File: config.mk
export PLATFORM = sky130hd
export DESIGN_NAME = led_pwm_ctrl
export DESIGN_NICKNAME = d
export VERILOG_FILES = /design/src/rtl/led_pwm_ctrl.sv
export SDC_FILE = /design/constraint.sdc
export NUM_CORES = 1
export LEC_CHECK = 0
export ABC_AREA = 1
export CORE_UTILIZATION = 51
export CTS_CLUSTER_SIZE = 40
export DETAILED_ROUTE_END_ITERATION = 10
export PLACE_DENSITY = 0.76
export SYNTH_ARGS = -nofsm -noshare
export SYNTH_HDL_FRONTEND = slang
export SYNTH_SLANG_ARGS = --single-unit
File: constraint.sdc
create_clock -name clk -period 5.26 [get_ports clk]
set_input_delay 1.578 -clock clk [delete_from_list [all_inputs] [get_ports clk]]
set_output_delay 1.578 -clock clk [all_outputs]
set_load 0.01 [all_outputs]
File: src/rtl/led_pwm_ctrl.sv
// Memory-mapped multi-channel PWM controller for board LEDs with active-low outputs.
// Optional hardware triangle fade is built when LED_PWM_FADE_EN is defined.
module led_pwm_ctrl #(
    parameter int unsigned NUM_CH      = 4,
    parameter int unsigned PWM_WIDTH   = 8,
    parameter int unsigned PRESC_WIDTH = 16
) (
    input  logic              clk,
    input  logic              reset,
    input  logic              sel,
    input  logic              we,
    input  logic              re,
    input  logic [4:0]        addr,
    input  logic [31:0]       wdata,
    output logic [31:0]       rdata,
    output logic [NUM_CH-1:0] pwm_n
);

    localparam logic [4:0]           ADDR_CTRL   = 5'd0;
    localparam logic [4:0]           ADDR_STATUS = 5'd1;
    localparam logic [4:0]           ADDR_FADE   = 5'(2 + NUM_CH);
    localparam logic [PWM_WIDTH-1:0] CNT_MAX     = '1;

    logic                   en_q, en_d;
    logic [PRESC_WIDTH-1:0] presc_q, presc_d;
    logic [PRESC_WIDTH-1:0] presc_cnt_q, presc_cnt_d;
    logic [PWM_WIDTH-1:0]   cnt_q, cnt_d;
    logic [PWM_WIDTH-1:0]   shadow_q [NUM_CH];
    logic [PWM_WIDTH-1:0]   shadow_d [NUM_CH];
    logic [PWM_WIDTH-1:0]   act_q [NUM_CH];
    logic [PWM_WIDTH-1:0]   act_d [NUM_CH];
    logic [31:0]            rdata_q, rdata_d;
    logic [NUM_CH-1:0]      pwm_n_q, pwm_n_d;
`ifdef LED_PWM_FADE_EN
    logic [NUM_CH-1:0]      fade_q, fade_d;
    logic [NUM_CH-1:0]      dir_q, dir_d;
`endif

    logic        wr_c;
    logic        tick_c;
    logic        wrap_c;
    logic [31:0] rd_val_c;
    logic        unused_wdata_c;

    assign wr_c           = sel & we;
    assign unused_wdata_c = ^wdata;

    // Register writes, prescaler, period counter and active-duty update.
    always_comb begin
        en_d        = en_q;
        presc_d     = presc_q;
        shadow_d    = shadow_q;
        act_d       = act_q;
        presc_cnt_d = presc_cnt_q;
        cnt_d       = cnt_q;
`ifdef LED_PWM_FADE_EN
        fade_d      = fade_q;
        dir_d       = dir_q;
        if (wr_c && addr == ADDR_FADE) fade_d = wdata[NUM_CH-1:0];
`endif
        if (wr_c && addr == ADDR_CTRL) begin
            en_d    = wdata[0];
            presc_d = wdata[PRESC_WIDTH+7:8];
        end
        for (int i = 0; i < NUM_CH; i++) begin
            if (wr_c && addr == 5'(2 + i)) shadow_d[i] = wdata[PWM_WIDTH-1:0];
        end

        tick_c = en_q && (presc_cnt_q == presc_q);
        wrap_c = tick_c && (cnt_q == CNT_MAX);

        // A count already past a newly lowered presc falls back to 0 without a tick.
        if (!en_q || presc_cnt_q >= presc_q) presc_cnt_d = '0;
        else                                 presc_cnt_d = presc_cnt_q + PRESC_WIDTH'(1);

        if (!en_q)       cnt_d = '0;
        else if (tick_c) cnt_d = cnt_q + PWM_WIDTH'(1);

        for (int i = 0; i < NUM_CH; i++) begin
            if (!en_q) begin
                act_d[i] = en_d ? shadow_q[i] : '0;
`ifdef LED_PWM_FADE_EN
                dir_d[i] = 1'b0;
`endif
            end else if (wrap_c) begin
`ifdef LED_PWM_FADE_EN
                if (!fade_q[i]) begin
                    act_d[i] = shadow_q[i];
                    dir_d[i] = 1'b0;
                end else if (shadow_q[i] == '0) begin
                    act_d[i] = '0;
                    dir_d[i] = 1'b0;
                end else if (!dir_q[i]) begin
                    if (act_q[i] < shadow_q[i]) begin
                        act_d[i] = act_q[i] + PWM_WIDTH'(1);
                    end else begin
                        act_d[i] = act_q[i] - PWM_WIDTH'(1);
                        dir_d[i] = 1'b1;
                    end
                end else begin
                    if (act_q[i] != '0) begin
                        act_d[i] = act_q[i] - PWM_WIDTH'(1);
                    end else begin
                        act_d[i] = act_q[i] + PWM_WIDTH'(1);
                        dir_d[i] = 1'b0;
                    end
                end
`else
                act_d[i] = shadow_q[i];
`endif
            end
        end
    end

    // Read mux from current register state, so a same-cycle write reads the old value.
    always_comb begin
        rd_val_c = '0;
        if (addr == ADDR_CTRL) begin
            rd_val_c[0]                = en_q;
            rd_val_c[PRESC_WIDTH+7:8]  = presc_q;
        end else if (addr == ADDR_STATUS) begin
            rd_val_c[PWM_WIDTH-1:0] = cnt_q;
        end
`ifdef LED_PWM_FADE_EN
        if (addr == ADDR_FADE) rd_val_c[NUM_CH-1:0] = fade_q;
`endif
        for (int i = 0; i < NUM_CH; i++) begin
            if (addr == 5'(2 + i)) rd_val_c[PWM_WIDTH-1:0] = shadow_q[i];
        end
        rdata_d = (sel && re) ? rd_val_c : rdata_q;
    end

    always_comb begin
        pwm_n_d = '1;
        for (int i = 0; i < NUM_CH; i++) begin
            pwm_n_d[i] = ~(en_q && (cnt_q < act_q[i]));
        end
    end

    always_ff @(posedge clk or posedge reset) begin
        if (reset) begin
            en_q        <= 1'b0;
            presc_q     <= '0;
            presc_cnt_q <= '0;
            cnt_q       <= '0;
            rdata_q     <= '0;
            pwm_n_q     <= '1;
            for (int i = 0; i < NUM_CH; i++) begin
                shadow_q[i] <= '0;
                act_q[i]    <= '0;
            end
`ifdef LED_PWM_FADE_EN
            fade_q      <= '0;
            dir_q       <= '0;
`endif
        end else begin
            en_q        <= en_d;
            presc_q     <= presc_d;
            presc_cnt_q <= presc_cnt_d;
            cnt_q       <= cnt_d;
            rdata_q     <= rdata_d;
            pwm_n_q     <= pwm_n_d;
            for (int i = 0; i < NUM_CH; i++) begin
                shadow_q[i] <= shadow_d[i];
                act_q[i]    <= act_d[i];
            end
`ifdef LED_PWM_FADE_EN
            fade_q      <= fade_d;
            dir_q       <= dir_d;
`endif
        end
    end

    assign rdata = rdata_q;
    assign pwm_n = pwm_n_q;

endmodule

placement_by_type.png
Fill, decap, tap and diode cells in gray.
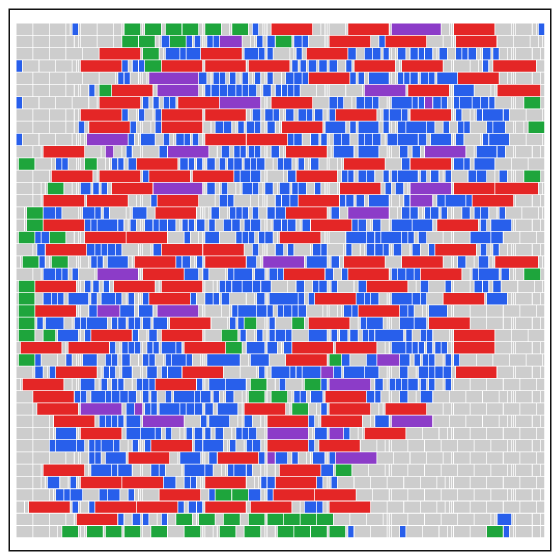
color	class	cells	share of their area
blue	combinational and other logic	668	43%
green	remaining buffers and delay cells	67	8.1%
purple	clock drivers and dummy loads	30	7.5%
red	sequential cells	133	41%

power_grid.png
Bar = 20 µm. Pins as bars on the die edge. Tap cells in gray.
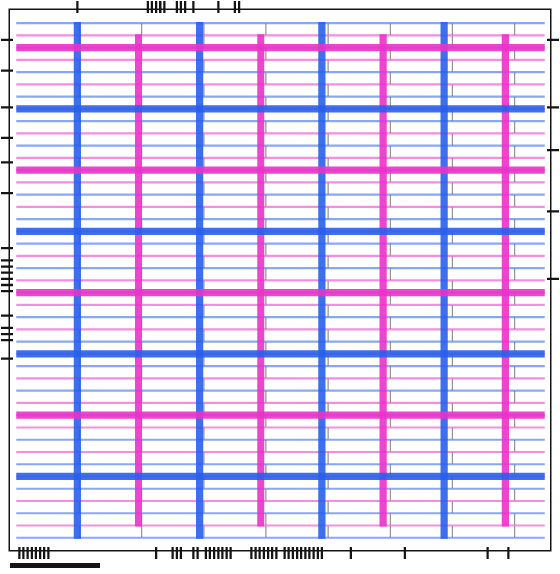
color	net
magenta	VDD
blue	VSS
rows	42
tap cells	176
met4 straps	8

metal_density.png
The die is cut into 24 by 24 equal tiles; dark blue is low, red is high, scaled to the fullest tile. Values are wire area over tile area, all layers added.
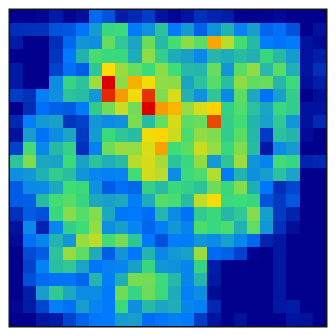
nearly empty tiles	15%
mean over tiles	0.18
fullest tile	0.59
emptiest ninth of the die	bottom right
tiles over half the peak	20%

==> impl_metrics.yaml <==
# flow metrics
power_and_ir_drop:
  clockPowerShare_pct: 40.2
  power_w: 0.003027
  p_seq_w: 0.00127
  p_per_area_mw_per_mm2: 362.4
  leakage_nw: 4.114
  switching_share_pct: 28.24
  combinationalPowerShare_pct: 17.8
  powerClk_w: 0.00122
  peakVddDrop_v: 0.0002120
  pwr-share-seq_pct: 42.1
  internal_power_w: 0.002172
  power_leader: "sequential cells"
  combinationalPower_w: 0.000538
final_timing:
  layout_setup_ws_ns: 1.691
  holdWs_ns: 0.4797
  grt_setup_unrepaired: "no"
  finalSetupViolations: 0
  clock.fmax_mhz: 280.2
  skew_ns: 0.007581
  worst_pin_slew_ns: 0.9728
  slew_headroom_pct: 35.14
  fin_crit_ns: 3.569
  drv_slew: 0
  period_used_pct: 67.86
  hold_viol_final: 0
  final.setup.tns_ns: 0
place:
  placed_area_mm2: 0.007746
  dpl.hpwl_um: 11350
  dp.cells: 1044
  place_congestion: 0.8650
  port_buffers: 61
routing:
  route.vias.total: 5778
  first_pass_iters: 5
  drc: 0
  dr.first_iter.drc_count: 454
  wirelength_um: 16630
  viasPerCell: 5.380
  routedWlPerCell_um: 15.48
  drtAntennaViolNets: 0
setup_path:
  reg2reg_to: "act_q[27]"
  r2r_setup_slack_ns: 2.79
  reg2reg_depth: 9
  cp.depth: 9
  startpoint: "addr[3]"
  slowest_stage: "clkdlybuf4s50_1"
  cp-end-kind: "flop"
  critPathCapture: "act_q[27]"
  start_kind: "input pin"
  crit_required_ns: 5.62
  critPathBufInv: 2
  critPathKind: "in2reg"
  cp_cell_sequence: "clkdlybuf4s50_1, nor2_4, nand3_4, nor2_4, nand2_1, nand2_1, buf_4, nand3_1, nand2_1"
  worstPathArrival_ns: 3.93
  critical-path-max-stage-delay_ns: 0.50
  crit_family: "simple AND/OR/NAND/NOR gates"
  cp_common_cell: "nand2_1"
floorplan:
  ios: 78
  fp-utilization_pct: 52.87
  fp.dieW_um: 119.9
  die-area_mm2: 0.01437
  row_count: 42
  core-area_mm2: 0.01340
  die_h_um: 119.9
synth:
  synthSimpleGateAreaFrac_pct: 25.66
  aoi_share_pct: 8.283
  synth-edff-count: 0
  yosys_warnings: 0
  synth_seq_share_pct: 47.05
  most_common_cell: "nand2_1"
  numSynthFlops: 133
  synthArstFlopShare_pct: 100.0
  syn_area_mm2: 0.007084
  mux_area_share_pct: 0.1590
  top_area_share_pct: 45.57
  synth_area_per_cell_um2: 8.474
  xor_area_share_pct: 2.225
  ys_sh_adder_pct: 8.124
  largest_area_cell: "dfrtp_1"
  netlist-cell-type-count: 37
  ys_top_cells_by_count: "nand2_1, dfrtp_1, nand3_1"
  ys_area_mm2: 0.007084
  top_logic_kind: "simple AND/OR/NAND/NOR gates"
  yosysCellCount: 836
  synth_cells: 836
cells_and_area:
  antennaDiodeCount: 0
  final_common_cell: "nand2_1"
  area_growth_pct: 17.91
  final_cells: 1074
  final_util_pct: 62.33
  final_nets: 975
  layout_top_cells: "nand2_1, dfrtp_1, nand3_1"
clock_network:
  cts_setup_buffers: 0
  postCtsResizedCells: 0
  cts_sinks: 133
  cts.reportedPaths.clkPinSlew_ns: 0.06
  htreeDepth: 4
  clock_latency_ns: 0.42
  cts.path.max_buffers: 2
  cts_tree: "built"
  postCtsHoldBufs: 0
  numCtsBuffers: 17
  root_buffer: "clkbuf_16"
grt:
  antenna_found_initial: 0
  gr-usage-all-layers_pct: 24.90
  grt_pass1_vias: 5535
  overflow: 0
  grt_max_degree: 109
  grt_pass1_wl_um: 27650
run_status:
  outcome: "finished, final reports clean"
flow_run:
  drv_cap: 0
  warnings: 36
min_path:
  worstHoldPathCells: 2
  hold_start: "rdata[5]"
  hp-class: "reg2reg"
flip-flops by register name, indices dropped and copies added, names as in the netlist:
signal	cells
act_q	32
presc_q	16
shadow_q	32
rdata	24
pwm_n	4
cnt_q	8
presc_cnt_q	16
en_q	1
area by class of cell:
class                   count  area, µm²
fillers                  1147       5047
repair buffers             67      655.6
well taps                 176      220.2
flip-flops and latches    133       3333
multi-input cells         574       3179
inverters                  94      357.8
clock inverters             9      126.4
clock buffers              21      480.5
routing by layer:
metal,up-vias,routed length (µm),share of wire [%],track usage (%)
met4,0,204,1.2,7.344
met2,140,7856,47,39.52
met5,-,0,0,0
met1,2787,7781,47,34.48
met3,20,784,4.7,5.086
li1,2831,-,-,-
Power figures rest on the tool's default switching activity, not on a simulated workload.
